--- config.mk ---
export PLATFORM = sky130hd
export DESIGN_NAME = vxe_axi_switch_rq_arb
export DESIGN_NICKNAME = d
export VERILOG_FILES = /design/src/rtl/vxe_axi_switch_rq_arb_pkg.sv /design/src/rtl/vxe_axi_switch_rq_arb_rr_picker.sv /design/src/rtl/vxe_txnreqa_decoder.sv /design/src/rtl/vxe_axi_switch_rq_arb.sv
export SDC_FILE = /design/constraint.sdc
export NUM_CORES = 1
export LEC_CHECK = 0
export CAP_MARGIN = 20
export CORE_AREA = 2 2 235 237
export CTS_BUF_LIST = sky130_fd_sc_hd__clkbuf_4 sky130_fd_sc_hd__clkbuf_8 sky130_fd_sc_hd__clkbuf_16
export CTS_CLUSTER_DIAMETER = 80
export CTS_CLUSTER_SIZE = 30
export DETAILED_ROUTE_END_ITERATION = 16
export DIE_AREA = 0 0 237 239
export PLACE_DENSITY = 0.4
export SYNTH_ARGS = -nofsm -noshare
export SYNTH_HDL_FRONTEND = slang
export SYNTH_SLANG_ARGS = --single-unit
export TNS_END_PERCENT = 20
--- constraint.sdc ---
create_clock -name clk -period 8.25 [get_ports clk]
set_input_delay 2.0625 -clock clk [delete_from_list [all_inputs] [get_ports clk]]
set_output_delay 2.0625 -clock clk [all_outputs]
set_load 0.01 [all_outputs]
--- src/rtl/vxe_axi_switch_rq_arb_pkg.sv ---
// Shared widths, rqa field positions and FSM encoding for the upstream request arbiter.
package vxe_axi_switch_rq_arb_pkg;
  localparam int RQA_W       = 44;
  localparam int RQD_W       = 72;
  // Read/not-write flag of a transaction rqa beat (1 = read).
  localparam int RQA_RNW_BIT = 43;

  typedef enum logic {
    ARB  = 1'b0,
    DATA = 1'b1
  } arb_state_e;
endpackage

--- src/rtl/vxe_axi_switch_rq_arb_rr_picker.sv ---
// Combinational rotate-priority encoder: first requester after 'last' wins, with wrap.
// VXE_AXI_SWITCH_RQ_ARB_FIXED_PRIO_EN pins the rotation base so the lowest index always wins.
module vxe_rr_picker #(
  parameter int NCLI  = 4,
  parameter int CLI_W = 2
) (
  input  logic [NCLI-1:0]  req,
  input  logic [CLI_W-1:0] last,
  output logic [NCLI-1:0]  gnt,
  output logic [CLI_W-1:0] gnt_idx,
  output logic             any
);
  logic [CLI_W-1:0] base;

`ifdef VXE_AXI_SWITCH_RQ_ARB_FIXED_PRIO_EN
  logic unused_last;
  assign unused_last = ^last;
  assign base = CLI_W'(NCLI-1);
`else
  assign base = last;
`endif

  // Scan from farthest to nearest so the nearest requester after base overwrites.
  always_comb begin
    gnt     = '0;
    gnt_idx = '0;
    any     = |req;
    for (int i = NCLI; i >= 1; i--) begin
      if (req[(int'(base) + i) % NCLI]) begin
        gnt                             = '0;
        gnt[(int'(base) + i) % NCLI]    = 1'b1;
        gnt_idx                         = CLI_W'((int'(base) + i) % NCLI);
      end
    end
  end
endmodule

--- src/rtl/vxe_txnreqa_decoder.sv ---
// Extracts the read/not-write flag from a transaction request-address beat.
module vxe_txnreqa_decoder
  import vxe_axi_switch_rq_arb_pkg::*;
(
  input  logic [RQA_W-1:0] rqa,
  output logic             rnw
);
  assign rnw = rqa[RQA_RNW_BIT];
endmodule

--- src/rtl/vxe_axi_switch_rq_arb.sv ---
// Shares the AXI switch upstream rqa/rqd channel between NCLI clients, keeping write rqa/rqd pairs atomic.
// Build option: VXE_AXI_SWITCH_RQ_ARB_FIXED_PRIO_EN selects fixed lowest-index priority.
module vxe_axi_switch_rq_arb
  import vxe_axi_switch_rq_arb_pkg::*;
#(
  parameter int NCLI  = 4,
  parameter int CLI_W = 2
) (
  input  logic                  clk,
  input  logic                  rst,
  input  logic [NCLI-1:0]       i_rqa_vld,
  input  logic [NCLI*RQA_W-1:0] i_rqa,
  output logic [NCLI-1:0]       o_rqa_rd,
  input  logic [NCLI-1:0]       i_rqd_vld,
  input  logic [NCLI*RQD_W-1:0] i_rqd,
  output logic [NCLI-1:0]       o_rqd_rd,
  output logic                  o_m_rqa_vld,
  output logic [RQA_W-1:0]      o_m_rqa,
  input  logic                  i_m_rqa_rd,
  output logic                  o_m_rqd_vld,
  output logic [RQD_W-1:0]      o_m_rqd,
  input  logic                  i_m_rqd_rd
);
  logic [NCLI-1:0][RQA_W-1:0] rqa_arr;
  logic [NCLI-1:0][RQD_W-1:0] rqd_arr;
  assign rqa_arr = i_rqa;
  assign rqd_arr = i_rqd;

  arb_state_e       state, state_nxt;
  logic [CLI_W-1:0] owner;
  logic [CLI_W-1:0] last;
  logic [NCLI-1:0]  gnt;
  logic [CLI_W-1:0] gnt_idx;
  logic             any;
  logic [RQA_W-1:0] sel_rqa;
  logic             rnw;
  logic             rqa_free, rqd_free, rqa_take, rqd_take;

  vxe_rr_picker #(.NCLI(NCLI), .CLI_W(CLI_W)) u_picker (
    .req     (i_rqa_vld),
    .last    (last),
    .gnt     (gnt),
    .gnt_idx (gnt_idx),
    .any     (any)
  );

  assign sel_rqa = rqa_arr[gnt_idx];

  vxe_txnreqa_decoder u_dec (
    .rqa (sel_rqa),
    .rnw (rnw)
  );

  assign rqa_free = !o_m_rqa_vld || i_m_rqa_rd;
  assign rqd_free = !o_m_rqd_vld || i_m_rqd_rd;
  assign rqa_take = !rst && (state == ARB)  && any && rqa_free;
  assign rqd_take = !rst && (state == DATA) && i_rqd_vld[owner] && rqd_free;

  always_comb begin
    state_nxt = state;
    o_rqa_rd  = '0;
    o_rqd_rd  = '0;
    case (state)
      ARB: if (rqa_take) begin
        o_rqa_rd = gnt;
        if (!rnw) state_nxt = DATA;
      end
      DATA: if (rqd_take) begin
        o_rqd_rd  = NCLI'(1) << owner;
        state_nxt = ARB;
      end
      default: state_nxt = ARB;
    endcase
  end

  always_ff @(posedge clk) begin
    if (rst) begin
      state       <= ARB;
      owner       <= '0;
      o_m_rqa_vld <= 1'b0;
      o_m_rqa     <= '0;
      o_m_rqd_vld <= 1'b0;
      o_m_rqd     <= '0;
    end else begin
      state <= state_nxt;
      if (rqa_take) begin
        o_m_rqa_vld <= 1'b1;
        o_m_rqa     <= sel_rqa;
        if (!rnw) owner <= gnt_idx;
      end else if (i_m_rqa_rd) begin
        o_m_rqa_vld <= 1'b0;
      end
      if (rqd_take) begin
        o_m_rqd_vld <= 1'b1;
        o_m_rqd     <= rqd_arr[owner];
      end else if (i_m_rqd_rd) begin
        o_m_rqd_vld <= 1'b0;
      end
    end
  end

`ifdef VXE_AXI_SWITCH_RQ_ARB_FIXED_PRIO_EN
  assign last = CLI_W'(NCLI-1);
`else
  // Reset value NCLI-1 makes client 0 the first winner.
  always_ff @(posedge clk) begin
    if (rst)           last <= CLI_W'(NCLI-1);
    else if (rqa_take) last <= gnt_idx;
  end
`endif
endmodule

Figure 1. Clock wires, drivers and flops.
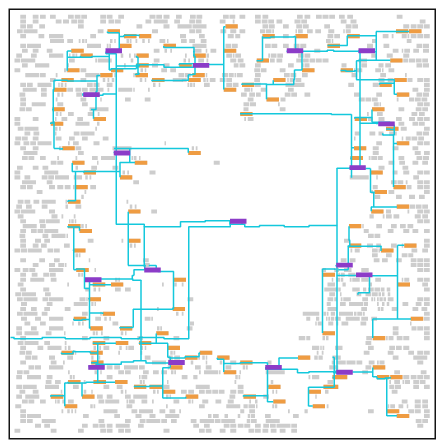
clock wires: in cyan, length 2770 um. flip-flops: in orange, count 123. clock drivers: in purple, count 17.
Position of the flops: all over the die.
Clock Skew: 6.17 ps
Insertion Delay late pin: 470 ps
power share of the clock group: 24.5%
Power Clock: 0.000884 W

Figure 2. Cell classes on the final placement.
Bar = 50 um.
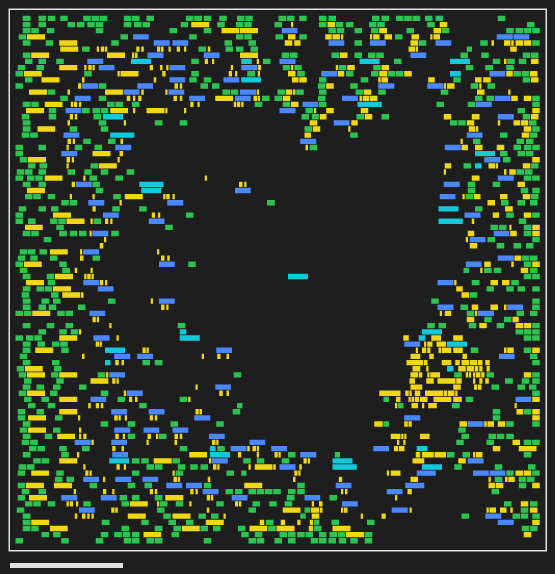
clock drivers and dummy loads: in cyan, cells 31, share of their area 4.8%. remaining buffers and delay cells: in green, cells 611, share of their area 44%. sequential cells: in blue, cells 123, share of their area 18%. combinational and other logic: in yellow, cells 562, share of their area 34%.
Row Count: 86
Core Box Area: 0.0543 mm2
final design utilization: 27.4%
Seq area share: 16.6%

Figure 3. M1 wires.
Supply wires on this layer in gray. Cells faint in the background.
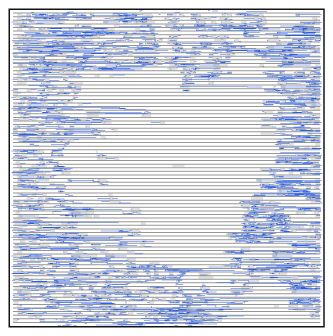
The wires run mostly horizontal. The longest straight run is 67.9 um.
final wirelength: 43400 um
routed vias: 8390
GR Util met1: 14.7%

==> out/results.tsv <==
stage	metric	value	unit
worst_setup_path	endpoint	o_rqa_rd[1]	
final_timing	fmax	145	MHz
logic_synthesis	synthFlopType	dfxtp_1	
hold_path	hold_path_class	reg -> reg	
global_routing	track_usage	14.9	%
logic_synthesis	yosysChipArea	0.00748	mm2
logic_synthesis	synth.top_cell.area_share	32.9	%
floorplan	die_w	237	um
run_status	status	finished, final reports clean	
worst_setup_path	r2r_setup_slack	3930	ps
detailed_routing	detail_route.iter0.violations	343	
logic_synthesis	yosys_warnings	0	
logic_synthesis	ys_top_cells_by_count	nand2_1, dfxtp_1, mux2i_1, a21oi_1, mux4_2	
clocking	cts_tree	yes	
logic_synthesis	area_leaders	dfxtp_1, mux4_2, mux2i_1	
final_timing	report.final.slew_viol_count	0	
clocking	cts_resized	0	
logic_synthesis	synthArstFlopShare	0	%
final_layout	drive_gt1_share	10.2	%
logic_synthesis	syn-cell-area	0.00748	mm2
pwr	leakage	5.28	nW
clocking	cts-htree-levels	4	
worst_setup_path	r2r-start	last[0]	
worst_setup_path	crit_path_start	i_rqa_vld[0]	
clocking	clockRootBuffer	clkbuf_16	
logic_synthesis	yosysCellCount	753	
place	gp_congestion	0.785	
place	dp_hpwl	34800	um
final_timing	tns	0	ps
worst_setup_path	worstSetupStartpointType	input port	
detailed_routing	dr.pass1.iters	4	
final_timing	tightest_slew	940	ps
final_timing	setup_viol	0	
worst_setup_path	worstSetupPathType	in -> out	
logic_synthesis	ys_seq_share	32.9	%
clocking	cts.hold.buffers_added	0	
logic_synthesis	synth_area_leader_cell	dfxtp_1	
final_timing	period_used_share	83.4	%
detailed_routing	wl_per_cell	21.3	um
global_routing	grt_max_degree	74	
detailed_routing	vias_per_cell	4.12	
detailed_routing	drcViolationCount	0	
worst_setup_path	reg2regPathDepth	8	
hold_path	hp-start	o_m_rqd[67]	
worst_setup_path	worstPathRequired	6190	ps
place	portBuffers	601	
hold_path	hold_depth	2	
global_routing	grt_pass1_vias	8879	
final_timing	timing.hold.ws	452	ps
logic_synthesis	synth-edff-count	0	
job	maxCapViolCount	0	
final_timing	slew_headroom	37.4	%
floorplan	fp_util	13.8	%
final_timing	finalHoldViolations	0	
final_timing	rsz0062_at_grt	false	
global_routing	overflow	0	
worst_setup_path	worstSetupEndpointType	primary output	
final_layout	mostFrequentLayoutCells	clkdlybuf4s50_1, nand2_1, dfxtp_1	
pwr	ir_drop	0.000159	V
floorplan	ios	602	
global_routing	antenna_found_initial	8	
final_layout	layout.cells.most_common	clkdlybuf4s50_1	
logic_synthesis	synth.distinct_cells	41	
floorplan	die_h	239	um
clocking	cts_setup_buffers	0	
global_routing	grt_pass1_wl	60200	um
worst_setup_path	arrival	4820	ps
final_layout	fin_nets	1799	
logic_synthesis	syn_nets	1237	
logic_synthesis	ys.flops	123	
final_timing	fin_crit	6880	ps
hold_path	min_to	o_m_rqd[67]	
detailed_routing	ant_nets	0	
logic_synthesis	syn_avg_cell_area	9.93	um2
clocking	clkTransAtPathRegs	60	ps
logic_synthesis	most_common_cell	nand2_1	
pwr	power-per-cell-area	242	mW/mm2
final_layout	design_area	0.0149	mm2
Figure 4. Cell sizes after repair.
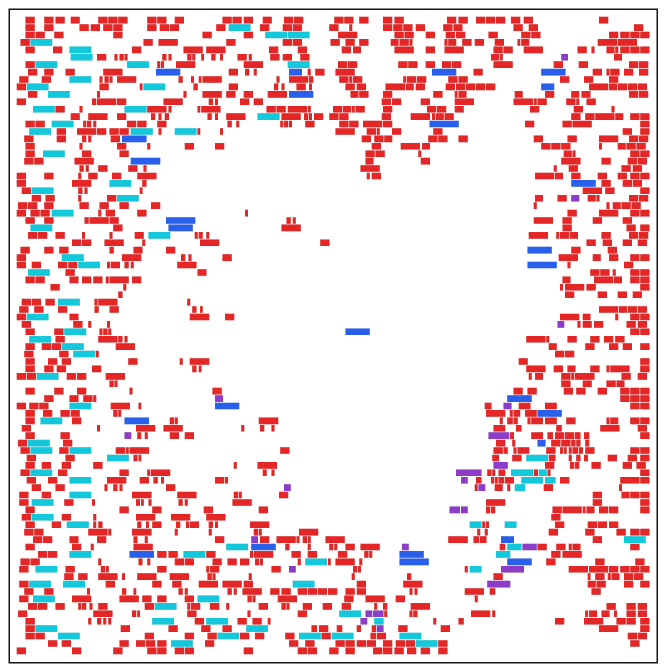
_3 and _4 cells: in purple, cells 24. _2 cells: in cyan, cells 85. _0 and _1 cells: in red, cells 1192. _6 and larger: in blue, cells 26.
Area Growth Syn to Fin: 98.9%
slack of the critical path: 1370 ps

Figure 5. Clock wiring as the flow saved it.
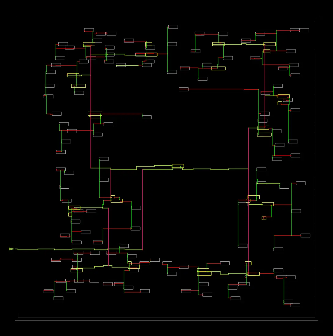
CLK BUF: 22
registers: 123
clk sink count: 123
TritonCTS Buffers: 17

-- worst max-delay path: stages --
cell	delay [ps]
clkdlybuf4s50_1	590
mux4_2	620
a211oi_1	450
a221o_1	240
nand3_1	80
a21oi_1	200
clkdlybuf4s50_1	570
-- logic make-up after synthesis --
logic type,after synthesis,share of synthesized area (%)
buffers and inverters,73,4.27
AND/OR/NAND/NOR,234,12.7
multiplexers,172,35.9
flip-flops,123,32.9
AND-OR/OR-AND,143,12.9
adder cells (fa/ha/maj),8,1.34
-- per-stage QoR --
step           std cells  power [W]  setup WS [ps]
6_report            2035    0.00360           1370
5_1_grt             2035    0.00383           1200
4_1_cts             2031    0.00369           1400
3_5_place_dp        2000    0.00277           1410
3_3_place_gp        2000    0.00276           1450
2_1_floorplan        753    0.00198           2550
-- registers in the layout (all words and copies together) (netlist names) --
| signal | flops |
|---|---|
| o_m_rqa_vld | 1 |
| o_m_rqd | 72 |
| o_m_rqd_vld | 1 |
| o_m_rqa | 44 |
| state | 1 |
| owner | 2 |
| last | 2 |
-- layer usage --
layer,track usage [%],share of wire [%],vias up,routed length [um]
li1,-,-,3943,-
met1,14.7,35,3954,15300
met2,27.0,51,434,22300
met3,6.35,9.8,53,4260
met4,7.12,3.4,6,1490
met5,0,0.085,-,37
-- power by group --
group          total (W)  internal, W  leakage [nW]  switching (W)
clock network   0.000884     0.000567         0.328       0.000317
logic            0.00186      0.00101          3.95       0.000849
registers       0.000863     0.000726          1.01       0.000137
total            0.00360      0.00230          5.28        0.00130
-- layout make-up --
cell class,count,area [um2]
antenna,4,10.0
inverter,5,18.8
clock buffer,22,482
tap,704,881
sequential,123,2470
fill,5765,39500
timing repair buffer,611,6090
multi-input combinational,557,4740
clock inverter,9,185
Power figures rest on the tool's default switching activity, not on a simulated workload.
